--- src/rtl/unaligned_write_packer_pkg.sv ---
// Shared definitions for the unaligned window writer and its readers.
// Address-split helpers let every block derive identical field widths from WIDTH_BYTES.
package unaligned_write_packer_pkg;

    localparam int DEF_WIDTH_BYTES     = 8;
    localparam int DEF_SIZE_BYTES_LOG2 = 15;

    localparam int ADDR_UNALIGNED_PART = $clog2(DEF_WIDTH_BYTES);
    localparam int WORD_ADDR_BITS      = DEF_SIZE_BYTES_LOG2 - ADDR_UNALIGNED_PART;
    localparam int LEN_BITS            = ADDR_UNALIGNED_PART + 1;

    typedef enum logic {
        RUN   = 1'b0,
        FLUSH = 1'b1
    } wp_state_e;

    function automatic int addr_unaligned_part(input int width_bytes);
        return $clog2(width_bytes);
    endfunction

    function automatic int word_addr_bits(input int width_bytes, input int size_log2);
        return size_log2 - $clog2(width_bytes);
    endfunction

    function automatic int len_bits(input int width_bytes);
        return $clog2(width_bytes) + 1;
    endfunction

endpackage

--- src/rtl/unaligned_write_packer_byte_merge.sv ---
// Appends a beat at byte offset `fill` of the residual; bytes past fill+len come out zero,
// so both halves of the merged result are already zero-padded.
module byte_merge
    import unaligned_write_packer_pkg::*;
#(
    parameter int WIDTH_BYTES = DEF_WIDTH_BYTES,
    localparam int UA = addr_unaligned_part(WIDTH_BYTES),
    localparam int LB = len_bits(WIDTH_BYTES)
) (
    input  logic [WIDTH_BYTES-1:0][7:0]   resid,
    input  logic [UA-1:0]                 fill,
    input  logic [WIDTH_BYTES-1:0][7:0]   data,
    input  logic [LB-1:0]                 len,
    output logic [2*WIDTH_BYTES-1:0][7:0] merged,
    output logic [LB-1:0]                 total
);

    localparam logic [LB-1:0] LEN_MAX = LB'(WIDTH_BYTES);

    logic [LB-1:0]                len_eff;
    logic [WIDTH_BYTES-1:0][7:0]  resid_m;
    logic [WIDTH_BYTES-1:0][7:0]  data_m;

    always_comb begin
        len_eff = (len > LEN_MAX) ? LEN_MAX : len;
        total   = {1'b0, fill} + len_eff;
        for (int i = 0; i < WIDTH_BYTES; i++) begin
            resid_m[i] = (UA'(i) < fill)    ? resid[i] : 8'h00;
            data_m[i]  = (LB'(i) < len_eff) ? data[i]  : 8'h00;
        end
        merged = {{(8*WIDTH_BYTES){1'b0}}, resid_m}
               | ({{(8*WIDTH_BYTES){1'b0}}, data_m} << {fill, 3'b000});
    end

endmodule

--- src/rtl/unaligned_write_packer.sv ---
// Packs variable-length byte beats into aligned word writes for the history window,
// with a one-cycle flush that publishes a partial word and a byte-exact committed pointer.
module unaligned_write_packer
    import unaligned_write_packer_pkg::*;
#(
    parameter int WIDTH_BYTES     = DEF_WIDTH_BYTES,
    parameter int SIZE_BYTES_LOG2 = DEF_SIZE_BYTES_LOG2,
    localparam int UA = addr_unaligned_part(WIDTH_BYTES),
    localparam int WA = word_addr_bits(WIDTH_BYTES, SIZE_BYTES_LOG2),
    localparam int LB = len_bits(WIDTH_BYTES)
) (
    input  logic                       clk,
    input  logic                       rst_n,
    input  logic                       in_valid,
    output logic                       in_ready,
    input  logic [WIDTH_BYTES*8-1:0]   in_data,
    input  logic [LB-1:0]              in_len,
    input  logic                       flush_req,
    output logic                       flush_done,
    output logic                       write_enable,
    output logic [SIZE_BYTES_LOG2-1:0] write_address,
    output logic [WIDTH_BYTES*8-1:0]   write_data,
    output logic [SIZE_BYTES_LOG2-1:0] committed_ptr
);

    wp_state_e                   state_q, state_d;
    logic [UA-1:0]               fill_q, fill_d;
    logic [WA-1:0]               waddr_q, waddr_d;
    logic [WIDTH_BYTES-1:0][7:0] resid_q, resid_d;
    logic                        in_ready_q, in_ready_d;
    logic                        flush_done_q, flush_done_d;
    logic                        we_q, we_d;
    logic [SIZE_BYTES_LOG2-1:0]  wr_addr_q, wr_addr_d;
    logic [WIDTH_BYTES*8-1:0]    wr_data_q, wr_data_d;
    logic [SIZE_BYTES_LOG2-1:0]  cptr_q, cptr_d;

    logic [2*WIDTH_BYTES-1:0][7:0] merged;
    logic [LB-1:0]                 total;
    logic [WA-1:0]                 waddr_inc;
    logic                          accept;

    byte_merge #(.WIDTH_BYTES(WIDTH_BYTES)) u_merge (
        .resid  (resid_q),
        .fill   (fill_q),
        .data   (in_data),
        .len    (in_len),
        .merged (merged),
        .total  (total)
    );

    assign waddr_inc = waddr_q + 1'b1;
    assign accept    = in_valid & in_ready_q & (state_q == RUN);

    always_comb begin
        state_d      = state_q;
        fill_d       = fill_q;
        waddr_d      = waddr_q;
        resid_d      = resid_q;
        flush_done_d = 1'b0;
        we_d         = 1'b0;
        wr_addr_d    = wr_addr_q;
        wr_data_d    = wr_data_q;
        cptr_d       = cptr_q;
        unique case (state_q)
            RUN: begin
                if (accept) begin
                    fill_d = total[UA-1:0];
                    // total's top bit set means a whole word is ready; the low bits are the surplus
                    if (total[UA]) begin
                        we_d      = 1'b1;
                        wr_addr_d = {waddr_q, {UA{1'b0}}};
                        wr_data_d = merged[WIDTH_BYTES-1:0];
                        resid_d   = merged[2*WIDTH_BYTES-1:WIDTH_BYTES];
                        waddr_d   = waddr_inc;
                        cptr_d    = {waddr_inc, {UA{1'b0}}};
                    end else begin
                        resid_d   = merged[WIDTH_BYTES-1:0];
                    end
                end
                if (flush_req) state_d = FLUSH;
            end
            FLUSH: begin
                // waddr/fill stay put so the word is rewritten in full once it completes
                if (fill_q != '0) begin
                    we_d      = 1'b1;
                    wr_addr_d = {waddr_q, {UA{1'b0}}};
                    wr_data_d = resid_q;
                    cptr_d    = {waddr_q, fill_q};
                end
                flush_done_d = 1'b1;
                state_d      = RUN;
            end
            default: state_d = RUN;
        endcase
        in_ready_d = (state_d == RUN);
    end

    always_ff @(posedge clk or negedge rst_n) begin
        if (!rst_n) begin
            state_q      <= RUN;
            fill_q       <= '0;
            waddr_q      <= '0;
            resid_q      <= '0;
            in_ready_q   <= 1'b0;
            flush_done_q <= 1'b0;
            we_q         <= 1'b0;
            wr_addr_q    <= '0;
            wr_data_q    <= '0;
            cptr_q       <= '0;
        end else begin
            state_q      <= state_d;
            fill_q       <= fill_d;
            waddr_q      <= waddr_d;
            resid_q      <= resid_d;
            in_ready_q   <= in_ready_d;
            flush_done_q <= flush_done_d;
            we_q         <= we_d;
            wr_addr_q    <= wr_addr_d;
            wr_data_q    <= wr_data_d;
            cptr_q       <= cptr_d;
        end
    end

    assign in_ready      = in_ready_q;
    assign flush_done    = flush_done_q;
    assign write_enable  = we_q;
    assign write_address = wr_addr_q;
    assign write_data    = wr_data_q;
    assign committed_ptr = cptr_q;

endmodule
--- config.mk ---
export PLATFORM = sky130hd
export DESIGN_NAME = unaligned_write_packer
export DESIGN_NICKNAME = d
export VERILOG_FILES = /design/src/rtl/unaligned_write_packer_pkg.sv /design/src/rtl/unaligned_write_packer_byte_merge.sv /design/src/rtl/unaligned_write_packer.sv
export SDC_FILE = /design/constraint.sdc
export NUM_CORES = 1
export LEC_CHECK = 0
export ABC_AREA = 1
export ABC_CLOCK_PERIOD_IN_PS = 3800
export CAP_MARGIN = 20
export CORE_UTILIZATION = 35
export DETAILED_ROUTE_END_ITERATION = 12
export PLACE_DENSITY = 0.6
export SYNTH_ARGS = -nofsm -noshare
export SYNTH_HDL_FRONTEND = slang
export SYNTH_HIERARCHICAL = 1
export SYNTH_SLANG_ARGS = --single-unit
--- constraint.sdc ---
create_clock -name clk -period 3.8 [get_ports clk]
set_input_delay 0.95 -clock clk [delete_from_list [all_inputs] [get_ports clk]]
set_output_delay 0.95 -clock clk [all_outputs]
set_load 0.02 [all_outputs]
Run 1, M3 wires:
Scale: 2 px per micron.
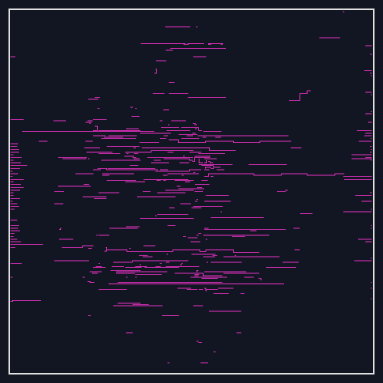
The longest straight run is 87.4 microns. The layer holds 6.2% of the routed length.
Global Route met3 Usage: 4.07%
via count: 12.1k

Run 1, register map, names as in the netlist:
Scale: 2 px per micron. Other sequential cells in the stronger gray, the rest of the logic in the fainter gray.
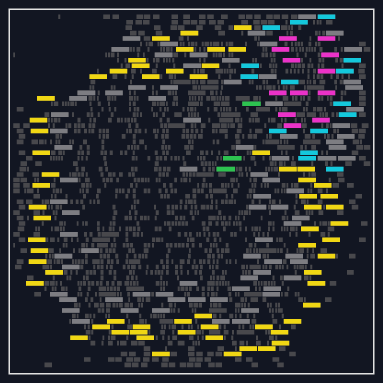
Key: `committed_ptr` = cyan [placed flops 15, where upper right]; `waddr_q` = magenta [placed flops 12, where upper right]; `fill_q` = green [placed flops 3]; `write_data` = yellow [placed flops 64, where all over the die]
Another 80 sequential cells are not colored.
register fraction of the total cell area: 31.8%
final core utilization: 43.3%
Seq. pwr: 3.29 mW
FF/Latch Area: 4360 sq um

==> flow_summary.rst, run 1 <==
Run summary
-----------

.. list-table::
   :header-rows: 1

   * - Metric
     - Value
   * - Leakage dissipation
     - approximately 6.0 nW
   * - Number of cells on the worst hold path
     - 2
   * - Crit path DRT
     - around 4.2 ns
   * - Final Instance Count excl. Fillers
     - 2145
   * - Count of H-tree levels built during CTS
     - 4
   * - PortBufs
     - 165
   * - # diodes
     - 0
   * - Cts bufs inserted
     - 17
   * - Mean Syn Cell Area
     - slightly below 7 sq um
   * - Area of the mapped netlist
     - 11300 sq um
   * - Most common library cells after synthesis
     - sky130_fd_sc_hd__nand2_1, sky130_fd_sc_hd__nand3_1, sky130_fd_sc_hd__nor2_1
   * - Final setup violating endpoints
     - 0
   * - Outcome
     - completed
   * - Worst IR drop on VDD
     - 0.000431 V
   * - Chip area estimate from yosys synthesis
     - 11300 sq um
   * - Residual DRC
     - 0
   * - Post-CTS setup buffer count
     - 0
   * - Placed Instance Area
     - 13100 sq um
   * - Number of failing hold endpoints at the final stage
     - 0
   * - Cell count after synthesis
     - 1636
   * - DR iter-0 viols
     - 1549
   * - Cell accounting for the most synthesized area
     - sky130_fd_sc_hd__dfrtp_1
   * - Cell Type Count
     - 28
   * - Filler Cell Count
     - 3304
   * - Library cell contributing the largest single delay on the critical path
     - sky130_fd_sc_hd__clkdlybuf4s50_1
   * - Core region area
     - about 32000 sq um
   * - CTS-repair resized insts
     - 0
   * - Setup TNS
     - 0 ns
   * - Initial Util
     - between 30% and 40%
   * - Average vias per placed instance
     - between 5 and 6
   * - Total number of clock tree sinks
     - 174
   * - Worst path depth
     - 12
   * - Smallest hold slack
     - 0.483 ns
   * - Number of top-level design ports
     - 169
   * - Total instance count after detailed placement
     - ~2.1k
   * - Row cnt
     - 65
   * - Critical path class
     - in2reg
   * - Element type at the critical path start
     - primary input
   * - Maximum cell stage delay along the critical path
     - approximately 0.56 ns
   * - Data arrival time of the worst path
     - 3.54 ns
   * - Remaining number of nets flagged by the antenna check after routing
     - 0
   * - Total wirelength of the detailed-routed design
     - 42.8 mm
   * - Remaining global-route overflow
     - 0
   * - Worst slew margin relative to its limit
     - 38.9%
   * - Hold-fix buffer count after cts
     - 0
   * - Crit end category
     - register
   * - Largest fanout on the critical path
     - 89
   * - Via count of the first global-routing pass
     - 11.2k
   * - Clock transition at the registers of the reported paths
     - roughly 0.070 ns
   * - Cell at the root of the clock tree
     - sky130_fd_sc_hd__clkbuf_16
   * - Highest-count logic cell in the final layout
     - sky130_fd_sc_hd__nand2_1
   * - Unrepaired setup endpoints after global routing
     - false
   * - Antenna violations before repair
     - 0
   * - Leading cell types by total area after synthesis
     - sky130_fd_sc_hd__dfrtp_1, sky130_fd_sc_hd__nand2_1, sky130_fd_sc_hd__nand3_1
   * - TritonCTS clock tree
     - yes
   * - Worst clock skew
     - roughly 0.012 ns
   * - Slew Limit Fails
     - 0
   * - Die boundary width
     - 182 microns
   * - Top Layout Cells
     - sky130_fd_sc_hd__nand2_1, sky130_fd_sc_hd__nand3_1, sky130_fd_sc_hd__nor2_1
   * - Highest Clock Rate
     - 313 MHz
   * - Number of synthesis warnings
     - 6
   * - Part of the Yosys area used for sequential elements
     - between 30 and 40%
   * - Cell count in the Yosys report
     - 1636
   * - Pre-CTS setup slack
     - 0.206 ns
   * - First-pass iteration count of the detailed router
     - 6
   * - Total power
     - approximately 12 mW
   * - Total track usage
     - 25.9%
   * - Clock Tree Buf Depth
     - 2
   * - FF-to-FF path depth
     - 10
   * - Area of the chip
     - 33000 sq um
   * - Final critical-path share of the clock period
     - 84.0%
   * - Routed len/inst
     - 20.0 microns
   * - Proportion of netlist area held by the largest area contributor
     - 38.6%
   * - Buf/Inv on CP
     - 4
   * - Hold Path Class
     - reg2reg
   * - Proportion of synthesized flip-flops having asynchronous set or reset
     - 100%
   * - Pin count of the biggest net entering global routing
     - 90
   * - Number of enable-type register cells in the synthesized netlist
     - 0
   * - Main flop type
     - sky130_fd_sc_hd__dfrtp_1
   * - Number of OpenROAD warnings
     - 26
   * - Clk_lat worst skew
     - 0.46 ns
Run 1, cells by drive strength:
Scale: 2 px per micron.
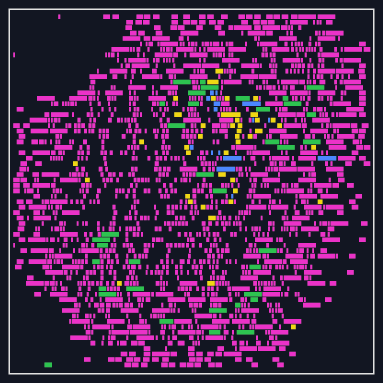
Key: drive 2 = blue [cells 15, share 0.86%]; drive 1 or less = magenta [cells 1651, share 95%]; drive 3 to 4 = yellow [cells 41, share 2.4%]; drive 6 and up = green [cells 36, share 2.1%]
final critical-path setup slack: 0.609 ns
non-clock buffer instance count of the final layout: 200
post-route design area: 13700 sq um
Synth-to-Final Area Change: 21.5%

-- run 1: power by group --
part | total [mW] | internal, mW | switching [mW]
sequential | 3.29 | 2.67 | 0.623
clock | 1.81 | 0.903 | 0.904
combinational | 6.70 | 2.37 | 4.32
-- run 1: final timing paths --
| kind | from | to | slack [ns] |
|---|---|---|---|
| setup / recovery | in_len[2] | write_data[32] | 0.61 |
| hold / removal | write_data[20] | write_data[20] | 0.48 |
| setup reg to reg | fill_q[0] | write_data[32] | 1.13 |
| hold reg to reg | write_data[20] | write_data[20] | 0.48 |
| max in group asynchronous | rst_n | resid_q[54] | 2.44 |
| min in group asynchronous | rst_n | write_data[33] | 0.53 |
-- run 1: area by class of cell --
cell class | instances | area (sq um) | share of cell area [%]
Clock inverter | 14 | 165 | 1.20
Sequential cell | 174 | 4360 | 31.8
Multi-Input combinational cell | 1296 | 6110 | 44.6
Timing Repair Buffer | 200 | 1980 | 14.4
Clock buffer | 18 | 439 | 3.20
Inverter | 41 | 154 | 1.12
Tap cell | 402 | 503 | 3.67
-- run 1: sequential cells by signal (all words and copies together), names as in the netlist --
signal         flops
committed_ptr     15
resid_q           64
write_data        64
flush_done         1
write_address     12
waddr_q           12
state_q            1
in_ready           1
write_enable       1
fill_q             3
-- run 1: layer usage --
| layer | track usage (%) | wire, microns |
|---|---|---|
| met3 | 4.07 | 2660 |
| met2 | 40.0 | 19100 |
| met1 | 35.1 | 19000 |
| met4 | 13.0 | 2120 |
| met5 | 0 | 0 |
-- run 1: logic make-up after synthesis --
group / after synthesis / synth area share, %
other cells: 2 / 0.0666
xor+xnor: 8 / 0.621
buf+inv: 175 / 7.80
flops: 174 / 38.6
simple gates: 1002 / 37.7
fa+ha+maj: 5 / 0.621
compound gates: 270 / 14.6
Run 1, clock routing:
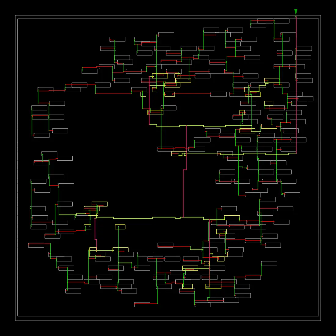

==> inputs of run 2 (changes only) <==
- ABC_CLOCK_PERIOD_IN_PS: 3800 -> 3200
- clock period: 3.8 -> 3.2 ns (I/O delays scaled with it)
Run 2, clock routing:
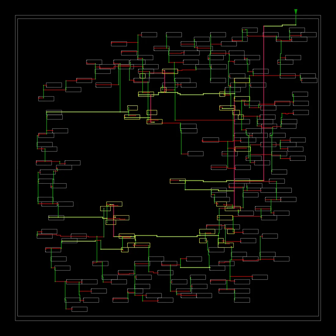
worst clock skew: 0.0143 ns
cts bufs inserted: 17
Layout clock buffers: 17
clk_lat worst skew: 0.45 ns

==> flow_summary.rst, run 2 <==
Run summary
-----------

.. list-table::
   :header-rows: 1

   * - Metric
     - Value
   * - Cell accounting for the most synthesized area
     - sky130_fd_sc_hd__dfrtp_1
   * - Top Layout Cells
     - sky130_fd_sc_hd__nand2_1, sky130_fd_sc_hd__nand3_1, sky130_fd_sc_hd__nor2_1
   * - Part of the Yosys area used for sequential elements
     - 38.6% (unchanged)
   * - Area of the chip
     - 33000 sq um (unchanged)
   * - Critical path class
     - in2reg
   * - Final Instance Count excl. Fillers
     - 2180 (+1.6%)
   * - Total power
     - 14.2 mW (+20%)
   * - Via count of the first global-routing pass
     - 11.3k (+0.73%)
   * - Final critical-path setup slack
     - 0.355 ns (-0.254 ns)
   * - R2r startpoint
     - fill_q[2]
   * - Chip area estimate from yosys synthesis
     - 11300 sq um (unchanged)
   * - Final setup violating endpoints
     - 0 (unchanged)
   * - Clock power frac
     - 15.5% (+0.2 points)
   * - Total wirelength of the detailed-routed design
     - 42.9 mm (+0.14%)
   * - Initial Util
     - 35.7% (unchanged)
   * - Outcome
     - completed
   * - Cell at the root of the clock tree
     - sky130_fd_sc_hd__clkbuf_16
   * - Area of the mapped netlist
     - 11300 sq um (unchanged)
   * - Crit path DRT
     - 3.54 ns (-0.61 ns)
   * - Remaining global-route overflow
     - 0 (unchanged)
   * - Proportion of netlist area held by the largest area contributor
     - 38.6% (unchanged)
   * - Unrepaired setup endpoints after global routing
     - false
   * - Proportion of synthesized flip-flops having asynchronous set or reset
     - 100% (unchanged)
   * - Weighted congestion at the end of routability-driven global placement
     - 1.01
   * - Highest Clock Rate
     - around 350 MHz
   * - Element type at the critical path start
     - primary input
   * - Cell Type Count
     - 28 (unchanged)
   * - Number of failing hold endpoints at the final stage
     - 0 (unchanged)
   * - Total number of clock tree sinks
     - 174 (unchanged)
   * - Setup TNS
     - 0 ns (unchanged)
   * - Cell internal pwr
     - 7.18 mW (+21%)
   * - Hold Path Class
     - in2async
   * - Total track usage
     - 26.0% (+0.12 points)
   * - Leakage dissipation
     - 6.17 nW (+3.5%)
   * - Max-cap check violation count
     - 0
   * - Highest-count logic cell in the final layout
     - sky130_fd_sc_hd__nand2_1
   * - Flops out of synthesis
     - 174
   * - # diodes
     - 0 (unchanged)
   * - Leading cell types by total area after synthesis
     - sky130_fd_sc_hd__dfrtp_1, sky130_fd_sc_hd__nand2_1, sky130_fd_sc_hd__nand3_1
   * - Clock transition at the registers of the reported paths
     - 0.08 ns (about the same)
   * - Cell count in the Yosys report
     - 1636 (unchanged)
   * - Data arrival time of the worst path
     - 3.19 ns (-0.35 ns)
   * - Setup slack of the most critical reg-to-reg path
     - 0.74 ns (-0.39 ns)
   * - Portion of total power attributed to combinational logic
     - 56.7% (about the same)
   * - Main flop type
     - sky130_fd_sc_hd__dfrtp_1
   * - FF-to-FF path depth
     - 9 (-1)
   * - Slew Limit Fails
     - 0 (unchanged)
   * - Remaining number of nets flagged by the antenna check after routing
     - 0 (unchanged)
   * - Final critical-path share of the clock period
     - ~90%
   * - DR iter-0 viols
     - 1412 (-8.8%)
   * - Count of H-tree levels built during CTS
     - 4 (unchanged)
   * - Mean Syn Cell Area
     - 6.90 sq um (unchanged)
   * - Most common library cells after synthesis
     - sky130_fd_sc_hd__nand2_1, sky130_fd_sc_hd__nand3_1, sky130_fd_sc_hd__nor2_1
   * - Post-CTS setup buffer count
     - 0 (unchanged)
   * - Total instance count after detailed placement
     - 2148 (+1.7%)
   * - Placed Instance Area
     - 13500 sq um (+2.8%)
   * - Routed len/inst
     - 19.7 microns (-1.5%)
   * - CTS-repair resized insts
     - 0 (unchanged)
   * - Filler Cell Count
     - 3215 (-2.7%)
   * - Clock Tree Buf Depth
     - 2 (unchanged)
   * - Endpoint of the worst register-to-register path
     - write_data[44]
   * - PortBufs
     - 165 (unchanged)
   * - Number of OpenROAD warnings
     - 26 (unchanged)
   * - Number of top-level design ports
     - 169 (unchanged)
   * - Number of enable-type register cells in the synthesized netlist
     - 0 (unchanged)
   * - Crit end category
     - register
   * - End point of the critical path
     - write_data[44]
   * - P_sw
     - 7.03 mW (+20%)
   * - CP startpoint
     - in_len[1]
   * - Post-route design area
     - 14100 sq um (+2.7%)
   * - First-pass iteration count of the detailed router
     - 6 (unchanged)
   * - Cell count after synthesis
     - 1636 (unchanged)
   * - Worst slew margin relative to its limit
     - 44.8% (+5.9 points)
   * - Pre-CTS setup slack
     - -0.0575 ns (-0.264 ns)
   * - TritonCTS clock tree
     - yes
   * - Antenna violations before repair
     - 0 (unchanged)
   * - Number of synthesis warnings
     - 6 (unchanged)
   * - Hold-fix buffer count after cts
     - 0 (unchanged)
   * - Core region area
     - 31600 sq um (unchanged)
   * - Average vias per placed instance
     - 5.62 (-0.76%)
   * - Net switching share of the total power
     - 49.5% (-0.11 points)
   * - Synth-to-Final Area Change
     - 24.7%
   * - Pin count of the biggest net entering global routing
     - 81 (-10%)
   * - Largest fanout on the critical path
     - 72 (-19%)
Run 2, register map, names as in the netlist:
Scale: 2 px per micron. Other sequential cells in the stronger gray, the rest of the logic in the fainter gray.
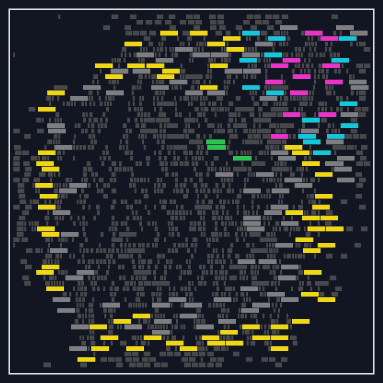
Key: `waddr_q` = magenta [placed flops 12, where upper right]; `fill_q` = green [placed flops 3]; `committed_ptr` = cyan [placed flops 15, where upper right]; `write_data` = yellow [placed flops 64, where all over the die]
final core utilization: 44.5%
register fraction of the total cell area: 31.0%

## run 2: power groups by stage
stage	sequential (mW)	combinational, mW	clock (mW)
global placement	3.98	7.85	0
floorplan	4.41	4.33	0
global route	4.08	8.75	2.32
finish	3.95	8.06	2.20
CTS	3.96	7.97	2.23
detailed placement	3.98	7.93	0
## run 2: final cells by class
| type | count | area [sq um] | area share (%) |
|---|---|---|---|
| clock buffer | 17 | 425 | 3.02 |
| clock inverter | 15 | 181 | 1.29 |
| inverter | 41 | 154 | 1.09 |
| multi-input combinational | 1296 | 6110 | 43.4 |
| sequential | 174 | 4360 | 31.0 |
| tap | 402 | 503 | 3.57 |
| timing repair buffer | 235 | 2340 | 16.6 |
## run 2: kinds of logic after synthesis
family / synth area share (%)
simple gates: 37.7
compound gates: 14.6
buf+inv: 7.80
flops: 38.6
xor+xnor: 0.621
fa+ha+maj: 0.621
other cells: 0.0666
## run 2: worst max-delay path, stage by stage
cell	delay (ns)
sky130_fd_sc_hd__clkdlybuf4s50_1	0.53
sky130_fd_sc_hd__inv_1	0.07
sky130_fd_sc_hd__nor2_1	0.16
sky130_fd_sc_hd__ha_1	0.27
sky130_fd_sc_hd__nand3_1	0.09
sky130_fd_sc_hd__nand2_1	0.12
sky130_fd_sc_hd__xor2_4	0.17
sky130_fd_sc_hd__clkinv_1	0.10
sky130_fd_sc_hd__o21ai_1	0.22
sky130_fd_sc_hd__nand2_4	0.11
sky130_fd_sc_hd__buf_12	0.20
sky130_fd_sc_hd__o31ai_1	0.29
## run 2: metal layers
layer  global-route usage (%)  part of all wire (%)
met1                     36.4                    45
met2                     40.4                    45
met3                     3.29                   6.3
met4                     11.2                   4.3
met5                        0                     0
Run 2, wiring heat map:
Scale: 2 px per micron. The die is cut into 36 by 36 equal tiles; black is low, pale yellow is high, scaled to the fullest tile. Values are wire area over tile area, all layers added.
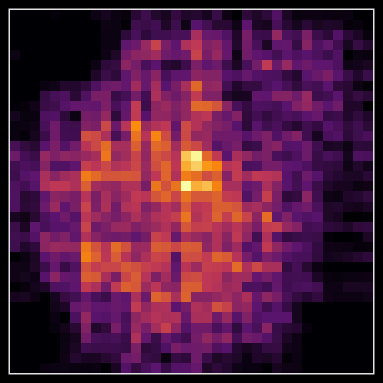

==> inputs of run 3 (changes only) <==
- CELL_PAD_IN_SITES_DETAIL_PLACEMENT: default -> 0
- CELL_PAD_IN_SITES_GLOBAL_PLACEMENT: default -> 1
- PLACE_DENSITY: 0.6 -> 0.77
Run 3, wiring heat map:
Scale: 2 px per micron. The die is cut into 36 by 36 equal tiles; black is low, pale yellow is high, scaled to the fullest tile. Values are wire area over tile area, all layers added.
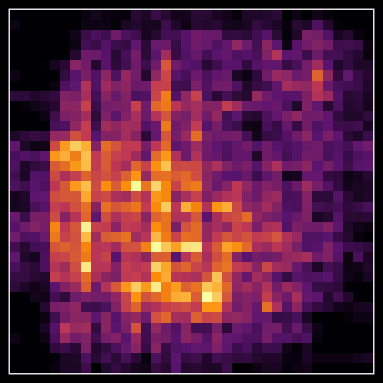
10% of the tiles are nearly empty. The mean over all tiles is 0.22. The densest ninth of the die: center. 18% of the tiles are over half the peak. The fullest tile reaches 0.76.
total wirelength of the detailed-routed design: 44.7 mm
routed len/inst: 20.4 microns
total track usage: 27.4%
via count: 12.3k

==> flow_summary.rst, run 3 <==
Run summary
-----------

.. list-table::
   :header-rows: 1

   * - Metric
     - Value
   * - Outcome
     - completed
   * - Synth-to-Final Area Change
     - 25.3%
   * - Largest fanout on the critical path
     - 79 (+9.7%)
   * - Final critical delay including setup and external delays
     - around 3 ns
   * - Total power
     - 14.4 mW (+1.2%)
   * - Crit path DRT
     - 3.54 ns (about the same)
   * - Number of enable-type register cells in the synthesized netlist
     - 0 (unchanged)
   * - Proportion of netlist area held by the largest area contributor
     - 38.6% (unchanged)
   * - Most utilized layer in the global route result
     - met2
   * - Cell Type Count
     - 28 (unchanged)
   * - Unrepaired setup endpoints after global routing
     - false
   * - Top Layout Cells
     - sky130_fd_sc_hd__nand2_1, sky130_fd_sc_hd__nand3_1, sky130_fd_sc_hd__nor2_1
   * - Portion of total power attributed to combinational logic
     - 58.0% (+1.3 points)
   * - Antenna violations before repair
     - 1 (+1)
   * - Cell accounting for the most synthesized area
     - sky130_fd_sc_hd__dfrtp_1
   * - Crit end category
     - register
   * - TritonCTS clock tree
     - yes
   * - Final critical-path setup slack
     - 0.283 ns (-0.0722 ns)
   * - Row cnt
     - roughly 65
   * - Clock Tree Buf Depth
     - 2 (unchanged)
   * - Met3 wire length
     - 3.15 mm (+16%)
   * - Net switching share of the total power
     - 49.4% (-0.13 points)
   * - Die Y-Extent
     - 182 microns
   * - Top power group
     - combinational cells
   * - GR Util met1
     - 38.9% (+2.5 points)
   * - Post-CTS setup buffer count
     - 0 (unchanged)
   * - Clock network power
     - 2.12 mW (-4%)
   * - CP startpoint
     - in_len[3]
   * - Detailed placer's ending HPWL
     - 33.3 mm
   * - Highest Clock Rate
     - 343 MHz (-2.5%)
   * - Cell internal pwr
     - 7.28 mW (+1.5%)
   * - # diodes
     - 0 (unchanged)
   * - Number of OpenROAD warnings
     - 26 (unchanged)
   * - Worst IR drop on VDD
     - 0.000411 V
   * - Pin count of the biggest net entering global routing
     - 92 (+14%)
   * - Number of synthesis warnings
     - 6 (unchanged)
   * - Cell at the root of the clock tree
     - sky130_fd_sc_hd__clkbuf_16
   * - Post-route design area
     - 14100 sq um (+0.46%)
   * - Flop pwr share
     - 27.3%
   * - Clock power frac
     - 14.8% (-0.7 points)
   * - Highest metal used
     - met4
   * - Most common library cells after synthesis
     - sky130_fd_sc_hd__nand2_1, sky130_fd_sc_hd__nand3_1, sky130_fd_sc_hd__nor2_1
   * - Main flop type
     - sky130_fd_sc_hd__dfrtp_1
   * - Cell count in the Yosys report
     - 1636 (unchanged)
   * - Comb pwr
     - 8.33 mW (+3.3%)
   * - Proportion of synthesized flip-flops having asynchronous set or reset
     - 100% (unchanged)
   * - Worst clock skew
     - 0.0115 ns (-0.00282 ns)
   * - PortBufs
     - 165 (unchanged)
   * - P_sw
     - 7.10 mW (+0.97%)
   * - Leading cell types by total area after synthesis
     - sky130_fd_sc_hd__dfrtp_1, sky130_fd_sc_hd__nand2_1, sky130_fd_sc_hd__nand3_1
   * - R2r startpoint
     - fill_q[1]
   * - NumNets Final
     - 1857
   * - Hold-fix buffer count after cts
     - 0 (unchanged)
   * - Global Route met3 Usage
     - 3.81% (+0.52 points)
   * - Highest-count logic cell in the final layout
     - sky130_fd_sc_hd__nand2_1
   * - Weighted congestion at the end of routability-driven global placement
     - 0.960 (-4.8%)
   * - Clock transition at the registers of the reported paths
     - 0.08 ns (about the same)
   * - Total number of clock tree sinks
     - 174 (unchanged)
   * - Setup TNS
     - 0 ns (unchanged)
   * - First-pass GRT wire length
     - 68.9 mm
   * - Residual DRC
     - 0
   * - Chip area estimate from yosys synthesis
     - 11300 sq um (unchanged)
   * - Element type at the critical path start
     - primary input
   * - Initial Util
     - 35.7% (unchanged)
   * - Slew Limit Fails
     - 0 (unchanged)
   * - First-pass iteration count of the detailed router
     - 6 (unchanged)
   * - Area of the mapped netlist
     - 11300 sq um (unchanged)
   * - Clk_lat worst skew
     - 0.44 ns (about the same)
   * - Total instance count after detailed placement
     - 2163 (+0.70%)
   * - Wire length on met1
     - 20.1 mm (+4.8%)
   * - Pre-CTS setup slack
     - -0.149 ns (-0.0917 ns)
   * - Via count of the first global-routing pass
     - 11.3k (+0.18%)
   * - Data arrival time of the worst path
     - 3.25 ns (+0.06 ns)
   * - Final setup violating endpoints
     - 0 (unchanged)
   * - Most common cell in the netlist
     - sky130_fd_sc_hd__nand2_1
   * - Remaining global-route overflow
     - 0 (unchanged)
   * - Number of top-level design ports
     - 169 (unchanged)
   * - Slew at the pin closest to its max-slew limit
     - 0.929 ns
   * - Average vias per placed instance
     - 5.59 (-0.57%)
   * - Final critical-path share of the clock period
     - 91.2% (+2.3 points)
   * - DR iter-0 viols
     - 1435 (+1.6%)
   * - Leakage dissipation
     - 6.22 nW (+0.77%)
   * - Wire length on met2
     - 19.9 mm (+4.0%)
   * - Core region area
     - 31600 sq um (unchanged)
   * - Final Instance Count excl. Fillers
     - 2194 (+0.64%)
   * - Area of the chip
     - 33000 sq um (unchanged)
   * - Placed Instance Area
     - 13600 sq um (+0.65%)
   * - Number of failing hold endpoints at the final stage
     - 0 (unchanged)
   * - Setup slack of the most critical reg-to-reg path
     - 0.78 ns (+0.04 ns)
   * - Die boundary width
     - 182 microns
   * - Mean Syn Cell Area
     - 6.90 sq um (unchanged)
   * - Critical path class
     - in2reg
   * - Remaining number of nets flagged by the antenna check after routing
     - 0 (unchanged)
   * - Part of the Yosys area used for sequential elements
     - 38.6% (unchanged)
   * - Worst slew margin relative to its limit
     - 38.1% (-6.7 points)
   * - Smallest hold slack
     - 0.374 ns
   * - Cell count after synthesis
     - 1636 (unchanged)
   * - Layout cells sized above 1
     - 7.87%
   * - Cell area power density
     - 1020 nW/um^2
   * - CTS-repair resized insts
     - 0 (unchanged)
   * - Cts bufs inserted
     - 17 (unchanged)
   * - Routing usage on met2
     - 42.1% (+1.7 points)
   * - Flops out of synthesis
     - 174 (unchanged)
   * - Hold Path Class
     - in2async
   * - Count of H-tree levels built during CTS
     - 4 (unchanged)
   * - Max-cap check violation count
     - 0 (unchanged)
Run 3, register map, names as in the netlist:
Scale: 2 px per micron. Other sequential cells in the stronger gray, the rest of the logic in the fainter gray.
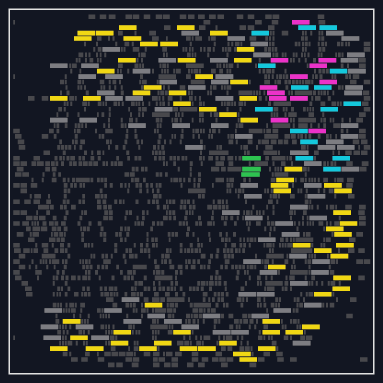
Key: `committed_ptr` = cyan [placed flops 15]; `write_data` = yellow [placed flops 64, where all over the die]; `fill_q` = green [placed flops 3]; `waddr_q` = magenta [placed flops 12, where upper right]
Another 80 sequential cells are not colored.
final core utilization: 44.7%
register fraction of the total cell area: 30.8%
Seq. pwr: 3.93 mW

-- run 3: cell counts after synthesis --
Identical to the previous run, type by type.
-- run 3: path summary, 6_finish.rpt --
check	depth (start not counted)	endpoint
max reg2reg	9	write_data[10]
min reg2reg	2	write_data[20]
max	12	write_data[10]
min	1	resid_q[0]
min in group clk	2	write_data[20]
max in group asynchronous	2	waddr_q[7]
-- run 3: area by class of cell --
class,instances,area [sq um]
Clock buffer,18,439
Clock inverter,13,145
Fill cell,3282,17500
Inverter,41,154
Multi-Input combinational cell,1296,6110
Sequential cell,174,4360
Tap cell,402,503
Timing Repair Buffer,250,2430
-- run 3: critical path, stage by stage --
cell                              delay (ns)
sky130_fd_sc_hd__clkdlybuf4s50_1        0.55
sky130_fd_sc_hd__nor2_1                 0.08
sky130_fd_sc_hd__buf_4                  0.16
sky130_fd_sc_hd__ha_1                   0.31
sky130_fd_sc_hd__a21oi_1                0.13
sky130_fd_sc_hd__nand2_1                0.12
sky130_fd_sc_hd__xor2_4                 0.15
sky130_fd_sc_hd__inv_1                  0.08
sky130_fd_sc_hd__o21ai_1                0.21
sky130_fd_sc_hd__nand2_4                0.11
sky130_fd_sc_hd__buf_12                 0.20
sky130_fd_sc_hd__o31ai_1                0.27
-- run 3: kinds of logic (layout without fill, tap and decap cells) --
family                   count (synthesis)  count (layout)  synth area share [%]
AND-OR/OR-AND                          270             270                  14.6
AND/OR/NAND/NOR                       1002            1002                  37.7
adder cells (fa/ha/maj)                  5               5                 0.621
XOR/XNOR                                 8               8                 0.621
other                                    2              11                0.0666
flip-flops                             174             174                  38.6
buffers and inverters                  175             322                  7.80
Power is estimated from default activity; no workload was simulated.
